`config.mk`:
```
export PLATFORM = sky130hd
export DESIGN_NAME = serial_adder_flat
export DESIGN_NICKNAME = d
export VERILOG_FILES = /design/src/rtl/serial_adder_pkg.sv /design/src/rtl/serial_adder_if.sv /design/src/rtl/full_adder.sv /design/src/rtl/serial_adder.sv /design/src/flat_wrapper.sv
export SDC_FILE = /design/constraint.sdc
export NUM_CORES = 1
export LEC_CHECK = 0
export CORE_MARGIN = 2
export CORE_UTILIZATION = 47
export DETAILED_ROUTE_END_ITERATION = 12
export GPL_TIMING_DRIVEN = 0
export PLACE_DENSITY = 0.8
export SYNTH_ARGS = -nofsm -noshare
export SYNTH_HDL_FRONTEND = slang
export SYNTH_SLANG_ARGS = --single-unit
```
`constraint.sdc`:
```
create_clock -name clk -period 2.5 [get_ports clk]
set_clock_uncertainty 0.15 [all_clocks]
set_input_delay 0.25 -clock clk [delete_from_list [all_inputs] [get_ports clk]]
set_output_delay 0.25 -clock clk [all_outputs]
set_load 0.01 [all_outputs]
```
`src/rtl/serial_adder_pkg.sv`:
```
// Shared types and limits for the bit-serial adder: FSM encoding, width bound,
// and the debug view exported by the top.
package serial_adder_pkg;

    localparam int MAX_WIDTH = 64;

    typedef enum logic [1:0] {
        IDLE = 2'd0,
        RUN  = 2'd1,
        HOLD = 2'd2
    } state_t;

    typedef struct packed {
        state_t state;
        logic   carry_msb;
    } dbg_t;

endpackage

```
`src/rtl/serial_adder_if.sv`:
```
// Operand/result bus of the serial adder. Both directions use valid/ready:
// a transfer happens on a rising edge where valid and ready are both high.
interface serial_adder_if #(
    parameter int WIDTH = 8
);
    logic             in_valid;
    logic             in_ready;
    logic [WIDTH-1:0] augend;
    logic [WIDTH-1:0] addend;
    logic             carry_in;
    logic             out_valid;
    logic             out_ready;
    logic [WIDTH-1:0] sum;
    logic             carry_out;
    logic             overflow;

    modport master (
        output in_valid, augend, addend, carry_in, out_ready,
        input  in_ready, out_valid, sum, carry_out, overflow
    );

    modport slave (
        input  in_valid, augend, addend, carry_in, out_ready,
        output in_ready, out_valid, sum, carry_out, overflow
    );
endinterface

```
`src/rtl/full_adder.sv`:
```
// One-bit full adder cell; the only arithmetic in the serial adder.
module full_adder (
    input  logic augend,
    input  logic addend,
    input  logic carry_in,
    output logic sum,
    output logic carry_out
);
    assign sum       = augend ^ addend ^ carry_in;
    assign carry_out = (augend & addend) | (carry_in & (augend ^ addend));
endmodule

```
`src/rtl/serial_adder.sv`:
```
// Bit-serial WIDTH-bit adder: operands shift LSB-first through one full adder
// cell, the sum fills in from the MSB side, result is held until taken.
module serial_adder
    import serial_adder_pkg::*;
#(
    parameter int WIDTH = 8
) (
    input  logic                clk,
    input  logic                rst,
    serial_adder_if.slave       bus,
    output dbg_t                dbg
);
    localparam int CW = (WIDTH > 1) ? $clog2(WIDTH) : 1;

    if (WIDTH < 1 || WIDTH > MAX_WIDTH) begin : g_bad_width
        $error("serial_adder: WIDTH out of range 1..64");
    end

    state_t           state;
    state_t           state_next;
    logic [WIDTH-1:0] a_q;
    logic [WIDTH-1:0] b_q;
    logic [WIDTH-1:0] sum_q;
    logic [WIDTH-1:0] sum_shift;
    logic [CW-1:0]    cnt;
    logic             carry_q;
    logic             carry_msb_q;
    logic             carry_out_q;
    logic             overflow_q;
    logic             out_valid_q;
    logic             fa_sum;
    logic             fa_cout;
    logic             last_bit;
    logic             accept;

    full_adder u_cell (
        .augend    (a_q[0]),
        .addend    (b_q[0]),
        .carry_in  (carry_q),
        .sum       (fa_sum),
        .carry_out (fa_cout)
    );

    assign last_bit = (cnt == CW'(WIDTH - 1));
    assign accept   = bus.in_ready && bus.in_valid;

    always_comb begin
        sum_shift            = sum_q >> 1;
        sum_shift[WIDTH-1]   = fa_sum;
    end

    always_comb begin
        state_next = state;
        case (state)
            IDLE:    if (bus.in_valid) state_next = RUN;
            RUN:     if (last_bit)     state_next = HOLD;
            HOLD:    if (bus.out_ready) state_next = IDLE;
            default: state_next = IDLE;
        endcase
    end

    always_ff @(posedge clk) begin
        if (rst) begin
            state <= IDLE;
        end else begin
            state <= state_next;
        end
    end

    // Operand registers carry no reset: they are always reloaded on accept.
    always_ff @(posedge clk) begin
        if (rst) begin
            cnt         <= '0;
            sum_q       <= '0;
            carry_q     <= 1'b0;
            carry_msb_q <= 1'b0;
            carry_out_q <= 1'b0;
            overflow_q  <= 1'b0;
            out_valid_q <= 1'b0;
        end else begin
            out_valid_q <= (state_next == HOLD);
            if (state == IDLE && accept) begin
                a_q     <= bus.augend;
                b_q     <= bus.addend;
                carry_q <= bus.carry_in;
                cnt     <= '0;
            end else if (state == RUN) begin
                a_q     <= a_q >> 1;
                b_q     <= b_q >> 1;
                sum_q   <= sum_shift;
                carry_q <= fa_cout;
                cnt     <= cnt + CW'(1);
                if (last_bit) begin
                    carry_msb_q <= carry_q;
                    carry_out_q <= fa_cout;
                    overflow_q  <= carry_q ^ fa_cout;
                end
            end
        end
    end

    assign bus.in_ready  = (state == IDLE) && !rst;
    assign bus.out_valid = out_valid_q;
    assign bus.sum       = sum_q;
    assign bus.carry_out = carry_out_q;
    assign bus.overflow  = overflow_q;

    assign dbg.state     = state;
    assign dbg.carry_msb = carry_msb_q;
endmodule
```
`src/flat_wrapper.sv`:
```
// flat-port wrapper written by rule: the top's interface ports become plain ports
module serial_adder_flat import serial_adder_pkg::*;
#(
    parameter int WIDTH = 8
)
  (clk, rst, dbg, bus_in_valid, bus_augend, bus_addend, bus_carry_in, bus_out_ready, bus_in_ready, bus_out_valid, bus_sum, bus_carry_out, bus_overflow);
  serial_adder_if #(.WIDTH(WIDTH)) bus_i ();
  input  logic clk;
  input  logic rst;
  output dbg_t dbg;
  input wire logic [$bits(bus_i.in_valid)-1:0] bus_in_valid;
  input wire logic [$bits(bus_i.augend)-1:0] bus_augend;
  input wire logic [$bits(bus_i.addend)-1:0] bus_addend;
  input wire logic [$bits(bus_i.carry_in)-1:0] bus_carry_in;
  input wire logic [$bits(bus_i.out_ready)-1:0] bus_out_ready;
  output wire logic [$bits(bus_i.in_ready)-1:0] bus_in_ready;
  output wire logic [$bits(bus_i.out_valid)-1:0] bus_out_valid;
  output wire logic [$bits(bus_i.sum)-1:0] bus_sum;
  output wire logic [$bits(bus_i.carry_out)-1:0] bus_carry_out;
  output wire logic [$bits(bus_i.overflow)-1:0] bus_overflow;
  assign bus_i.in_valid = bus_in_valid;
  assign bus_i.augend = bus_augend;
  assign bus_i.addend = bus_addend;
  assign bus_i.carry_in = bus_carry_in;
  assign bus_i.out_ready = bus_out_ready;
  assign bus_in_ready = bus_i.in_ready;
  assign bus_out_valid = bus_i.out_valid;
  assign bus_sum = bus_i.sum;
  assign bus_carry_out = bus_i.carry_out;
  assign bus_overflow = bus_i.overflow;
  serial_adder #(.WIDTH(WIDTH)) u_core (.clk(clk), .rst(rst), .bus(bus_i), .dbg(dbg));
endmodule
```
Run 1, clock network drawn from the DEF:
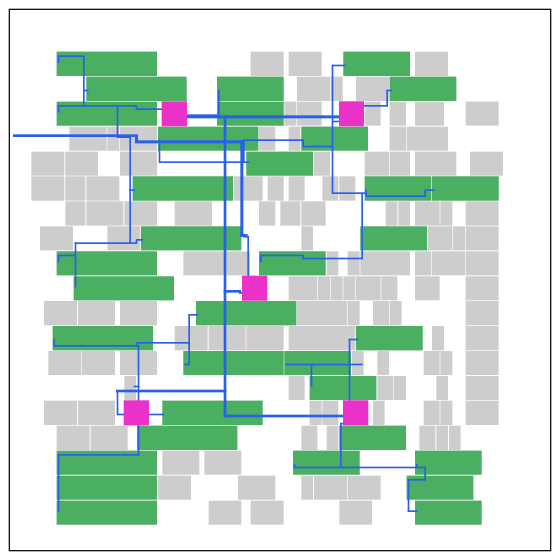
Key: flip-flops = green [count 34]; clock drivers = magenta [count 5]; clock wires = blue [length 370 um]
Position of the flops: all over the die. There are 6 routed clock nets.
Clock power frac: 27.3%
worst-skew pair later-pin latency: 330 ps

Run 1, sequential cells grouped by signal name:
Other sequential cells in the stronger grey, the rest of the logic in the fainter grey.
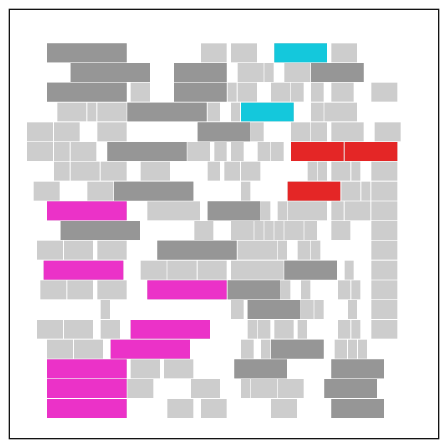
Key: u_core.a_q = magenta [sequential cells 8, where lower left]; u_core.cnt = red [sequential cells 3]; u_core.state = cyan [sequential cells 2]
Another 21 sequential cells are not coloured.
final core utilization: 66.2%
area taken by flip-flops and latches: 841 um^2
Seq area share: 45.3%

Run 1, cell sizes after repair:
Bar = 20 um.
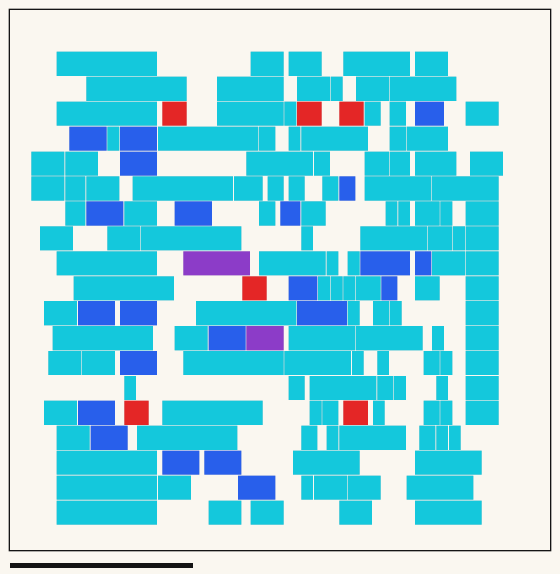
Key: _2 cells = blue [cells 22]; _0 and _1 cells = cyan [cells 130]; _3 and _4 cells = red [cells 6]; _6 and larger = purple [cells 2]
Non-Clock Buffer Count: 43
post-route cell area: 0.00186 mm^2
Setup WS post-layout: 202 ps
Syn-to-layout area delta: 31.1%

-- run 1: repair_timing --
action                     4_1_cts  5_1_grt
gates resized                    1        0
setup endpoints to repair       16        0
hold buffers                     0        0
-- run 1: routing by layer --
layer	up-vias	track usage [%]	wire length, um
met2	32	27.3	1230
li1	495	-	-
met1	483	18.3	1080
met4	0	6.49	42
met5	-	0	0
met3	6	7.25	175
-- run 1: critical path, delay by kind of cell, from the launching register on --
kind / cells / cell delay [ps]
buffers and inverters: 2 / 350
flip-flops: 1 / 410
AND/OR/NAND/NOR: 3 / 1020
-- run 1: final timing paths --
kind | from | endpoint | depth (start not counted)
hold reg to reg | u_core.bus.overflow$_SDFFE_PP0P_ | u_core.bus.overflow$_SDFFE_PP0P_ | 2
hold / removal | u_core.bus.overflow$_SDFFE_PP0P_ | u_core.bus.overflow$_SDFFE_PP0P_ | 2
setup reg to reg | u_core.state[0]$_SDFF_PP0_ | u_core.a_q[5]$_DFFE_PP_ | 5
setup / recovery | u_core.state[0]$_SDFF_PP0_ | u_core.a_q[5]$_DFFE_PP_ | 5
-- run 1: registers in the layout, summed over array words and instances (netlist names) --
signal / flops
u_core.carry_q: 1
u_core.b_q: 8
u_core.state: 2
u_core.a_q: 8
u_core.bus.out_valid: 1
u_core.bus.overflow: 1
u_core.carry_msb_q: 1
u_core.bus.sum: 8
u_core.cnt: 3
u_core.bus.carry_out: 1
-- run 1: cell type report --
class / instances / area [um^2] / share of cell area, %
Sequential cell: 34 / 841 / 45.3
Multi-Input combinational cell: 74 / 514 / 27.7
Timing Repair Buffer: 35 / 350 / 18.9
Buffer: 8 / 61.3 / 3.30
Clock buffer: 8 / 48.8 / 2.63
Tap cell: 31 / 38.8 / 2.09
Inverter: 1 / 3.75 / 0.202
==> metrics.cfg, run 1 <==
[setup_path]
crit_slowest_cell=nor2_2
critPathKind=flop to flop
cp-start-kind=flop
crit_required_ps=2310
path_cells=nor4b_2 > buf_6 > buf_12 > nor2_1 > nor2_2

[synth]
synthMuxAreaShare_pct=11.8
synth_area_mm2=0.00142
ys_types=31
synth_top_cell_by_area=edfxtp_1
top_logic_kind=simple AND/OR/NAND/NOR gates
edf_count=16
numSynthFlops=34
aoi_share_pct=8.38
synthTopCellsByArea=edfxtp_1, dfxtp_1, mux2_2
synthSimpleGateAreaFrac_pct=12.1
ys_sh_adder_pct=3.18

[run_status]
violations=design-rule violations
status=finished, violations left

[flow_run]
openroad.warnings=26
cap_violations=0

[layout]
antennaDiodeCount=0
lay_top_count=clkdlybuf4s50_1

[clock_tree]
cts_buffer_depth=2
h-tree-depth=2
postCtsSetupBuffers=0
cts_tree=yes
clkSinkCount=34
clockRootBuffer=clkbuf_4
cts-buffers-inserted=5

[placement]
place_ws_ps=-436
dp_hpwl_mm=1.85

[power]
clock_net_power_uw=277
switching_share_pct=22.3
p_seq_uw=616
ir_drop_mv=0.451

[global_routing]
grt_pass1_wl_mm=4.14
gr-total-overflow=0
antenna_found_initial=0

[sta]
max_freq_ghz=0.435
min_period_ps=2300
worst_slew_pin_slew_ps=767

[drt]
routed-via-count=1016
vias_per_cell=5.32
route.detailed.drc=3
dr.pass1.iters=8

[die]
die_height_um=58.9

Run 1, cell placement:
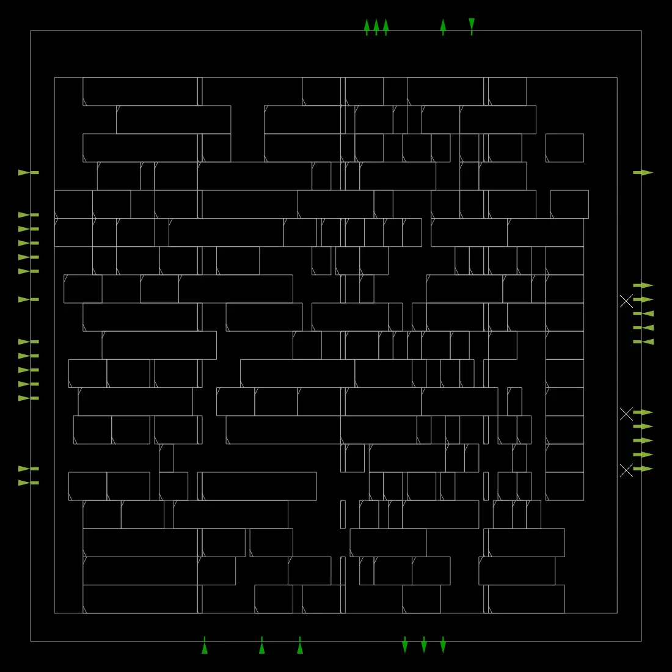

==> run 2: changes to the inputs <==
--- a/config.mk
+++ b/config.mk
@@ -10,6 +10,7 @@
 export DETAILED_ROUTE_END_ITERATION = 12
 export GPL_TIMING_DRIVEN = 0
 export PLACE_DENSITY = 0.8
+export RECOVER_POWER = 50
 export SYNTH_ARGS = -nofsm -noshare
 export SYNTH_HDL_FRONTEND = slang
 export SYNTH_SLANG_ARGS = --single-unit
Run 2, cell placement:
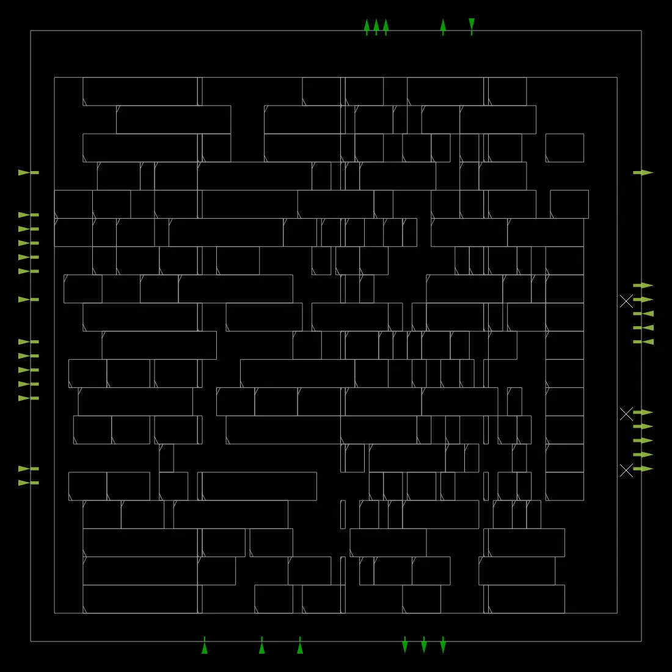
Core Rows: 19
Core Region: 0.00281 mm^2
non-filler cells, final: 191
final core utilization: 65.9%
Fill cells: 235

Run 2, cell sizes after repair:
Bar = 20 um.
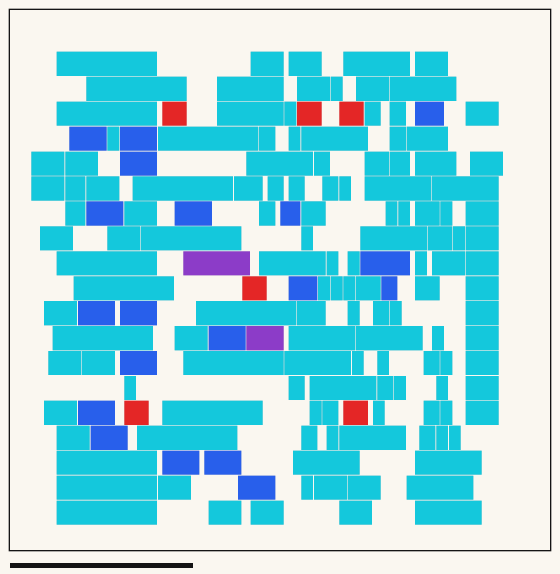
Key: _0 and _1 cells = cyan [cells 133]; _6 and larger = purple [cells 2]; _3 and _4 cells = red [cells 6]; _2 cells = blue [cells 19]
post-route cell area: 0.00185 mm^2
Syn-to-layout area delta: 30.4%
Setup WS post-layout: 199 ps

==> run 2 against run 1 <==
Global-route usage is the same. Flip-flop count is the same. Die area is the same. Synthesized cell count is the same. Critical path type unchanged. Sequential power is essentially flat. The flow still finishes with violations (design-rule violations). Total power shrank 0.31%.
==> metrics.cfg, run 2 <==
[run_status]
status=finished, violations left
violations=design-rule violations

[min_path]
hp-start=u_core.bus.overflow$_SDFFE_PP0P_
hold_depth=2  ; unchanged
hold_end=u_core.bus.overflow$_SDFFE_PP0P_

[clock_tree]
h-tree-depth=2  ; unchanged
clockRootBuffer=clkbuf_4
worstSkewPairLatency_ps=330  ; about the same
cts-buffers-inserted=5  ; unchanged
path_clk_slew_ps=100
clkSinkCount=34  ; unchanged
cts_buffer_depth=2  ; unchanged
cts_tree=yes
postCtsHoldBufs=0  ; unchanged
postCtsSetupBuffers=0  ; unchanged

[power]
switching_share_pct=22.2  ; -0.066 points
p_clk_share_pct=27.4  ; about the same
comb_power_share_pct=11.7
ir_drop_mv=0.451  ; about the same

[global_routing]
grt_pass1_wl_mm=4.14  ; unchanged
gr-total-overflow=0  ; unchanged
antenna_found_initial=0  ; unchanged

[synth]
synth_top_cell_by_area=edfxtp_1
synthTopCellsByArea=edfxtp_1, dfxtp_1, mux2_2
synth_area_mm2=0.00142  ; unchanged
edf_count=16  ; unchanged
numSynthFlops=34  ; unchanged

[setup_path]
cp_max_fo=16
worstReg2RegStart=u_core.state[0]$_SDFF_PP0_
critical_path.endpoint=u_core.a_q[5]$_DFFE_PP_
critPathKind=flop to flop
crit_start=u_core.state[0]$_SDFF_PP0_
rr_endpoint=u_core.a_q[5]$_DFFE_PP_
crit_required_ps=2310  ; about the same
cp-start-kind=flop
rr_worst_depth=5  ; unchanged

[die]
die-area_mm2=0.00347
die_height_um=58.9  ; unchanged

[drt]
route.detailed.drc=3  ; unchanged
vias_per_cell=5.32  ; unchanged
dr.pass1.iters=8  ; unchanged

[sta]
max_freq_ghz=0.435  ; -0.12%

[flow_run]
cap_violations=0  ; unchanged
openroad.warnings=26  ; unchanged

[placement]
dp_hpwl_mm=1.85  ; unchanged

[layout]
antennaDiodeCount=0  ; unchanged
lay_top_count=clkdlybuf4s50_1

run 2: cell types whose count changed in the layout (fill, tap and decap cells not counted), sizes merged:
cell and delta:
buf -1, clkbuf +1, clkdlybuf4s50 -12, dlygate4sd3 +12
run 2: metrics by stage:
step	instances	cell area (um^2)	setup TNS [ps]	setup slack, ps
2_1_floorplan	117	1420	0	216
3_3_place_gp	183	1810	-6360	-398
3_5_place_dp	183	1810	-6970	-436
4_1_cts	191	1860	0	181
5_1_grt	191	1850	0	71.2
6_report	191	1850	0	199
run 2: routing by layer:
| layer | GRT usage [%] | routed length, um |
|---|---|---|
| met5 | 0 | 0 |
| met3 | 7.25 | 177 |
| met4 | 6.49 | 42 |
| met2 | 27.3 | 1220 |
| met1 | 18.3 | 1070 |
run 2: critical path, stage by stage (launching register included):
cell and delay [ps]:
dfxtp_1 410, nor4b_2 370, buf_6 200, buf_12 130, nor2_1 60, nor2_2 600
run 2: cells by family (layout without fill, tap and decap cells):
group           Yosys count  count (layout)  share of synthesized area, %
mux                      15              15                          11.8
fa+ha+maj                 3               3                          3.18
xor+xnor                  1               1                         0.618
flops                    34              34                          59.3
buf+inv                   9              52                          4.59
compound gates           19              19                          8.38
simple gates             36              36                          12.1
run 2: repair_timing:
item | CTS | global route
hold endpoints to repair | 0 | 0
endpoints found under the setup margin | 16 | 0
resized | 1 | 0
run 2: final cells by class:
class | count | area (um^2)
inverter | 1 | 3.75
fill | 235 | 956
tap | 31 | 38.8
clock buffer | 8 | 48.8
sequential | 34 | 841
buffer | 8 | 58.8
multi-input combinational | 74 | 508
timing repair buffer | 35 | 350
run 2: power by group through the flow:
stage	registers, uW	logic (uW)	clock network [uW]
6_report	616	118	277
3_3_place_gp	628	117	0
4_1_cts	616	122	286
3_5_place_dp	629	120	0
2_1_floorplan	627	67.6	0
5_1_grt	618	129	316
No activity file was given, so power comes from the tool's default toggle rates.
